**config.mk**
```make
export PLATFORM = sky130hd
export DESIGN_NAME = id_ex_stage
export DESIGN_NICKNAME = d
export VERILOG_FILES = /design/src/rtl/mips_pkg.sv /design/src/rtl/fwd_mux.sv /design/src/rtl/id_ex_stage.sv
export SDC_FILE = /design/constraint.sdc
export NUM_CORES = 1
export LEC_CHECK = 0
export CORE_UTILIZATION = 33
export DETAILED_ROUTE_END_ITERATION = 8
export PLACE_DENSITY = 0.77
export SETUP_SLACK_MARGIN = 0.4
export SLEW_MARGIN = 15
export SYNTH_ARGS = -nofsm -noshare
export SYNTH_HDL_FRONTEND = slang
export SYNTH_SLANG_ARGS = --single-unit
```
**constraint.sdc**
```tcl
create_clock -name i_clk -period 1.3 [get_ports i_clk]
set_input_delay 0.195 -clock i_clk [delete_from_list [all_inputs] [get_ports i_clk]]
set_output_delay 0.195 -clock i_clk [all_outputs]
set_load 0.005 [all_outputs]
```
**src/rtl/mips_pkg.sv**
```systemverilog
`default_nettype none
// ============================================================================
// Module      : mips_pkg
// Description : Shared constants for the MIPS pipeline: ALU select codes,
//               default datapath/register-address widths, the zero register
//               index and a helper that maps any select onto the legal set.
// Revision    : 1.0 - initial release
// ============================================================================
package mips_pkg;

  localparam int DEFAULT_DW = 32;
  localparam int DEFAULT_AW = 5;
  localparam int REG_ZERO   = 0;

  localparam logic [3:0] ALU_AND  = 4'b1110;
  localparam logic [3:0] ALU_OR   = 4'b0001;
  localparam logic [3:0] ALU_ADD  = 4'b0010;
  localparam logic [3:0] ALU_SUB  = 4'b0110;
  localparam logic [3:0] ALU_SLT  = 4'b0111;
  localparam logic [3:0] ALU_MUL  = 4'b0011;
  localparam logic [3:0] ALU_PASS = 4'b1100;

  // Undefined select codes fall back to ADD so the ALU only ever sees a legal code.
  function automatic logic [3:0] alu_sel_legal(input logic [3:0] sel);
    logic [3:0] res;
    case (sel)
      ALU_AND, ALU_OR, ALU_ADD, ALU_SUB, ALU_SLT, ALU_MUL, ALU_PASS: res = sel;
      default: res = ALU_ADD;
    endcase
    return res;
  endfunction

endpackage
`default_nettype wire

```
**src/rtl/fwd_mux.sv**
```systemverilog
`default_nettype none
// ============================================================================
// Module      : fwd_mux
// Description : Per-operand two-source forwarding selector. The younger
//               EX/MEM result beats the older MEM/WB result; register 0 is
//               never forwarded.
// Revision    : 1.0 - initial release
// ============================================================================
module fwd_mux
  import mips_pkg::*;
#(
  parameter int DW = DEFAULT_DW,
  parameter int AW = DEFAULT_AW
) (
  input  logic [AW-1:0] i_src_addr,
  input  logic [DW-1:0] i_reg_data,
  input  logic          i_exm_we,
  input  logic [AW-1:0] i_exm_addr,
  input  logic [DW-1:0] i_exm_data,
  input  logic          i_wb_we,
  input  logic [AW-1:0] i_wb_addr,
  input  logic [DW-1:0] i_wb_data,
  output logic [DW-1:0] o_data
);

  logic w_src_nz;
  logic w_exm_hit;
  logic w_wb_hit;

  assign w_src_nz  = (i_src_addr != AW'(REG_ZERO));
  assign w_exm_hit = i_exm_we && (i_exm_addr == i_src_addr) && w_src_nz;
  assign w_wb_hit  = i_wb_we  && (i_wb_addr  == i_src_addr) && w_src_nz;

  // Youngest producer wins; otherwise use the value read from the register file.
  always_comb begin
    o_data = i_reg_data;
    if (w_exm_hit)
      o_data = i_exm_data;
    else if (w_wb_hit)
      o_data = i_wb_data;
  end

endmodule
`default_nettype wire

```
**src/rtl/id_ex_stage.sv**
```systemverilog
`default_nettype none
// ============================================================================
// Module      : id_ex_stage
// Description : ID/EX pipeline register feeding the ALU. Captures decoded
//               operands and control, forwards from EX/MEM and MEM/WB, and
//               raises the load-use stall toward fetch/decode.
//               Build option FORWARDING_EN: when defined, operands are
//               forwarded; when undefined, operands come straight from the
//               captured register data and the stall also covers pending
//               EX/MEM and MEM/WB writes to a decode source register.
// Revision    : 1.0 - initial release
// ============================================================================
module id_ex_stage
  import mips_pkg::*;
#(
  parameter int DW = DEFAULT_DW,
  parameter int AW = DEFAULT_AW
) (
  input  logic          i_clk,
  input  logic          i_rst_n,
  input  logic          i_stall,
  input  logic          i_flush,
  input  logic          i_valid,
  input  logic [DW-1:0] i_rs_data,
  input  logic [DW-1:0] i_rt_data,
  input  logic [DW-1:0] i_imm,
  input  logic [AW-1:0] i_rs_addr,
  input  logic [AW-1:0] i_rt_addr,
  input  logic [AW-1:0] i_rd_addr,
  input  logic          i_uses_rt,
  input  logic [3:0]    i_alu_sel,
  input  logic          i_alu_src,
  input  logic          i_reg_dst,
  input  logic          i_reg_write,
  input  logic          i_mem_read,
  input  logic          i_mem_write,
  input  logic          i_mem_to_reg,
  input  logic          i_exm_reg_write,
  input  logic [AW-1:0] i_exm_wr_addr,
  input  logic [DW-1:0] i_exm_data,
  input  logic          i_wb_reg_write,
  input  logic [AW-1:0] i_wb_wr_addr,
  input  logic [DW-1:0] i_wb_data,
  output logic          o_valid,
  output logic [DW-1:0] o_alu_op1,
  output logic [DW-1:0] o_alu_op2,
  output logic [3:0]    o_alu_sel,
  output logic [DW-1:0] o_store_data,
  output logic [AW-1:0] o_wr_addr,
  output logic          o_reg_write,
  output logic          o_mem_read,
  output logic          o_mem_write,
  output logic          o_mem_to_reg,
  output logic          o_load_use_stall
);

  logic          r_valid;
  logic [DW-1:0] r_rs_data;
  logic [DW-1:0] r_rt_data;
  logic [DW-1:0] r_imm;
  logic [AW-1:0] r_rs_addr;
  logic [AW-1:0] r_rt_addr;
  logic [AW-1:0] r_wr_addr;
  logic [3:0]    r_alu_sel;
  logic          r_alu_src;
  logic          r_reg_write;
  logic          r_mem_read;
  logic          r_mem_write;
  logic          r_mem_to_reg;

  logic          w_bubble;
  logic          w_exm_fwd_en;
  logic          w_wb_fwd_en;
  logic          w_hazard_stall;
  logic          w_load_use;
  logic [DW-1:0] w_fwd_a;
  logic [DW-1:0] w_fwd_b;

  // A flush, or an empty decode slot on a non-stalled cycle, inserts a bubble.
  assign w_bubble = i_flush || (!i_stall && !i_valid);

  // Pipeline register: reset > flush > stall > load.
  always_ff @(posedge i_clk or negedge i_rst_n) begin
    if (!i_rst_n) begin
      r_valid      <= 1'b0;
      r_rs_data    <= '0;
      r_rt_data    <= '0;
      r_imm        <= '0;
      r_rs_addr    <= '0;
      r_rt_addr    <= '0;
      r_wr_addr    <= '0;
      r_alu_sel    <= ALU_ADD;
      r_alu_src    <= 1'b0;
      r_reg_write  <= 1'b0;
      r_mem_read   <= 1'b0;
      r_mem_write  <= 1'b0;
      r_mem_to_reg <= 1'b0;
    end else if (w_bubble) begin
      r_valid      <= 1'b0;
      r_rs_data    <= '0;
      r_rt_data    <= '0;
      r_imm        <= '0;
      r_rs_addr    <= '0;
      r_rt_addr    <= '0;
      r_wr_addr    <= '0;
      r_alu_sel    <= ALU_ADD;
      r_alu_src    <= 1'b0;
      r_reg_write  <= 1'b0;
      r_mem_read   <= 1'b0;
      r_mem_write  <= 1'b0;
      r_mem_to_reg <= 1'b0;
    end else if (!i_stall) begin
      r_valid      <= 1'b1;
      r_rs_data    <= i_rs_data;
      r_rt_data    <= i_rt_data;
      r_imm        <= i_imm;
      r_rs_addr    <= i_rs_addr;
      r_rt_addr    <= i_rt_addr;
      r_wr_addr    <= i_reg_dst ? i_rd_addr : i_rt_addr;
      r_alu_sel    <= alu_sel_legal(i_alu_sel);
      r_alu_src    <= i_alu_src;
      r_reg_write  <= i_reg_write;
      r_mem_read   <= i_mem_read;
      r_mem_write  <= i_mem_write;
      r_mem_to_reg <= i_mem_to_reg;
    end
  end

`ifdef FORWARDING_EN
  assign w_exm_fwd_en   = i_exm_reg_write;
  assign w_wb_fwd_en    = i_wb_reg_write;
  assign w_hazard_stall = 1'b0;
`else
  // True when a nonzero destination matches a source the decode slot reads.
  function automatic logic dec_reads(input logic [AW-1:0] dst,
                                     input logic [AW-1:0] rs,
                                     input logic [AW-1:0] rt,
                                     input logic          uses_rt);
    return (dst != AW'(REG_ZERO)) && ((dst == rs) || (uses_rt && (dst == rt)));
  endfunction

  // Without forwarding, any in-flight write to a decode source must stall decode.
  assign w_exm_fwd_en   = 1'b0;
  assign w_wb_fwd_en    = 1'b0;
  assign w_hazard_stall = i_valid &&
      ((i_exm_reg_write && dec_reads(i_exm_wr_addr, i_rs_addr, i_rt_addr, i_uses_rt)) ||
       (i_wb_reg_write  && dec_reads(i_wb_wr_addr,  i_rs_addr, i_rt_addr, i_uses_rt)));
`endif

  fwd_mux #(.DW(DW), .AW(AW)) u_fwd_a (
    .i_src_addr (r_rs_addr),
    .i_reg_data (r_rs_data),
    .i_exm_we   (w_exm_fwd_en),
    .i_exm_addr (i_exm_wr_addr),
    .i_exm_data (i_exm_data),
    .i_wb_we    (w_wb_fwd_en),
    .i_wb_addr  (i_wb_wr_addr),
    .i_wb_data  (i_wb_data),
    .o_data     (w_fwd_a)
  );

  fwd_mux #(.DW(DW), .AW(AW)) u_fwd_b (
    .i_src_addr (r_rt_addr),
    .i_reg_data (r_rt_data),
    .i_exm_we   (w_exm_fwd_en),
    .i_exm_addr (i_exm_wr_addr),
    .i_exm_data (i_exm_data),
    .i_wb_we    (w_wb_fwd_en),
    .i_wb_addr  (i_wb_wr_addr),
    .i_wb_data  (i_wb_data),
    .o_data     (w_fwd_b)
  );

  // A load in EX whose destination feeds the instruction now in decode.
  assign w_load_use = r_valid && r_mem_read && (r_wr_addr != AW'(REG_ZERO)) && i_valid &&
                      ((r_wr_addr == i_rs_addr) || (i_uses_rt && (r_wr_addr == i_rt_addr)));

  assign o_valid          = r_valid;
  assign o_alu_op1        = w_fwd_a;
  assign o_alu_op2        = r_alu_src ? r_imm : w_fwd_b;
  assign o_alu_sel        = r_alu_sel;
  assign o_store_data     = w_fwd_b;
  assign o_wr_addr        = r_wr_addr;
  assign o_reg_write      = r_valid & r_reg_write;
  assign o_mem_read       = r_valid & r_mem_read;
  assign o_mem_write      = r_valid & r_mem_write;
  assign o_mem_to_reg     = r_valid & r_mem_to_reg;
  assign o_load_use_stall = w_load_use | w_hazard_stall;

endmodule
`default_nettype wire

```
==> reports/qor.yml <==
run_status:
  status: "finished with violations"
  violations: "negative setup slack"
cells_and_area:
  final_cell_mix: "buf_6 (139), clkdlybuf4s50_1 (128), dfrtp_1 (106)"
  layout.nets: 941
  fillers: 1036
final_timing:
  worst_slack_ns: -0.637
  finalHoldViolCount: 0
  max_slew_margin: 0.785
  setup_violations: 39
  rsz0062_at_grt: "yes"
  fmax_ghz: 0.516
  tightest_slew_ns: 0.319
  hold_slack_ns: 0.0974
global_route:
  antenna_found_initial: 1
  grt_pass1_vias: 4823
  gr-usage-all-layers: 0.225
  grt_max_degree: 61
  grt_pass1_wl_microns: 25700
synthesis:
  compound_area_frac: 0.212
  synth-xor-area-share: 0.0551
  yosys_cells: 361
  synthAdderAreaFrac: 0
  edf_count: 0
  ys_seq_share: 0.583
  synthFlopType: "dfrtp_1"
worst_setup_path:
  path_cells: "or4_4 > o211ai_1 > o221ai_1 > buf_2"
  ff2ff_path_depth: 5
  r2r_slack_ns: 0.06
  critPathBufInv: 1
  startpoint: "o_wr_addr[2]"
  crit_cells: 4
  cp_max_fo: 4
floorplanning:
  pin_count: 314
  die_h_microns: 122
  dieArea_sq_um: 14900
power_and_ir_drop:
  ir_worst_vdd_mv: 0.723
  power_density_nw_per_um2: 871
  sequentialPowerShare: 0.448
  p_total_mw: 8.20
  p_comb_frac: 0.216
worst_hold_path:
  worstHoldStart: "i_flush"
  hold_path_depth: 2
route:
  drt-total-wl_microns: 18700
  drc_errors: 0
  vias: 4721
  wire_per_inst_microns: 20.2
clock_tree:
  root_buffer: "clkbuf_16"
  post_cts_buffers: 39
  cts.clk_slew.worst_paths_ns: 0.07
placement:
  hpwlAfterDp_microns: 10800
## cell usage after synthesis, types with 4 or more instances
master,instances,share of area
xor2_1,12,0.022
inv_1,4,0.0031
o21ai_0,8,0.0084
dfrtp_1,110,0.58
nand2_1,10,0.0079
xnor2_1,18,0.033
buf_2,20,0.021
a22o_1,101,0.19
and2_1,4,0.0052
mux2_2,32,0.076
clkbuf_1,5,0.0039
mux2i_1,5,0.010
## power groups by stage
| stage | Combinational [mW] | Sequential, mW | Clock (mW) |
|---|---|---|---|
| after detailed placement | 1.42 | 3.72 | 0 |
| after global routing | 1.87 | 3.68 | 2.94 |
| after floorplan | 0.430 | 3.73 | 0 |
| after CTS | 1.60 | 3.66 | 2.82 |
| final | 1.77 | 3.67 | 2.76 |
| after global placement | 1.40 | 3.71 | 0 |
## layout make-up
type / count / area share
diodes: 1 / 0.000266
clock buffers: 9 / 0.0239
clock inverters: 6 / 0.00652
inverters: 4 / 0.00160
multi-input cells: 218 / 0.208
flip-flops and latches: 111 / 0.296
well taps: 180 / 0.0239
repair buffers: 394 / 0.440
## per-stage QoR
stage / worst slack (ns) / cell area (sq um) / setup TNS [ns] / std cells
after detailed placement: -0.967 / 7950 / -47.33 / 827
after CTS: -0.684 / 8830 / -17.81 / 889
after floorplan: -0.113 / 4950 / -0.113 / 361
after global placement: -0.888 / 7950 / -43.40 / 827
after global routing: -0.694 / 9410 / -20.48 / 923
final: -0.637 / 9410 / -19.34 / 923
## metal layers
metal | share of wire | GRT usage
met5 | 0 | 0
met4 | 0.026 | 0.0960
met3 | 0.070 | 0.0530
met2 | 0.51 | 0.383
met1 | 0.40 | 0.272
Figure 1. Clock distribution.
Drawn at 4 px/micron.
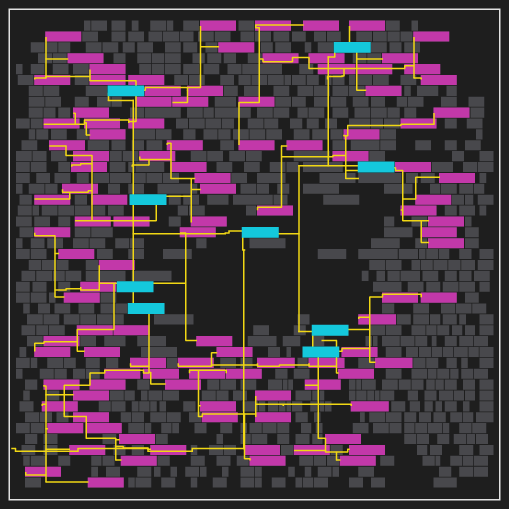
[yellow] clock wires | length: 1380 microns
[magenta] flip-flops | count: 111
[cyan] cells driving clock nets | count: 9
routed clock nets	10
clk pwr: 2.76 mW
clock network power share: 0.337

Figure 2. Cell density map.
Drawn at 2 px/micron. The die is cut into 12 by 12 equal tiles; black is low, pale yellow is high, 0 to 100% covered.
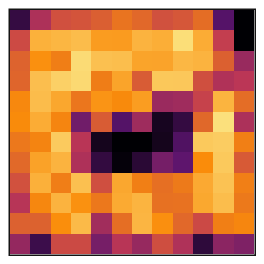
fullest tile	93%
nearly empty tiles	3.5%
tiles over 75% full	35%
emptiest ninth of the die	middle
mean over tiles	62%
post-layout util: 0.673
core area: 14000 sq um
FP Util: 0.341

Figure 3. Placement by cell class.
Drawn at 3 px/micron. Fill, decap, tap and diode cells in gray.
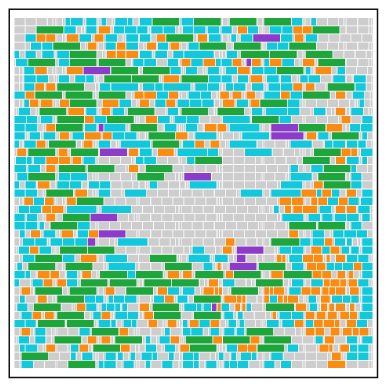
color	class	cells	share of their area
purple	clock drivers and dummy loads	15	3.1%
cyan	other buffers and delay cells	394	45%
orange	all other logic	222	21%
green	flip-flops	111	30%
Design Area, Final: 9410 sq um
row count: 43
flop share of the area: 0.296

Figure 4. Clock nets.
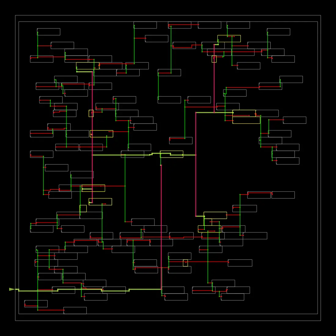
TritonCTS Sinks: 111
CTS Buf Count: 9

Figure 5. Layout detail.
Window x 49 to 74, y 49 to 74 microns. Cells in gray, sequential cells in the stronger gray; small squares are vias.
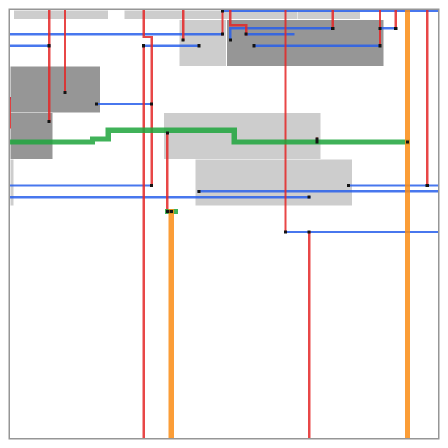
color	layer
blue	met1
orange	met4
green	met3
red	met2
netlist names of flops here include	r_imm (2)
cells with their middle in the window	5
most frequent	clkbuf_16 (2), dfrtp_1 (2), buf_4 (1)
sequential cells in the window	2

Power figures rest on the tool's default switching activity, not on a simulated workload.
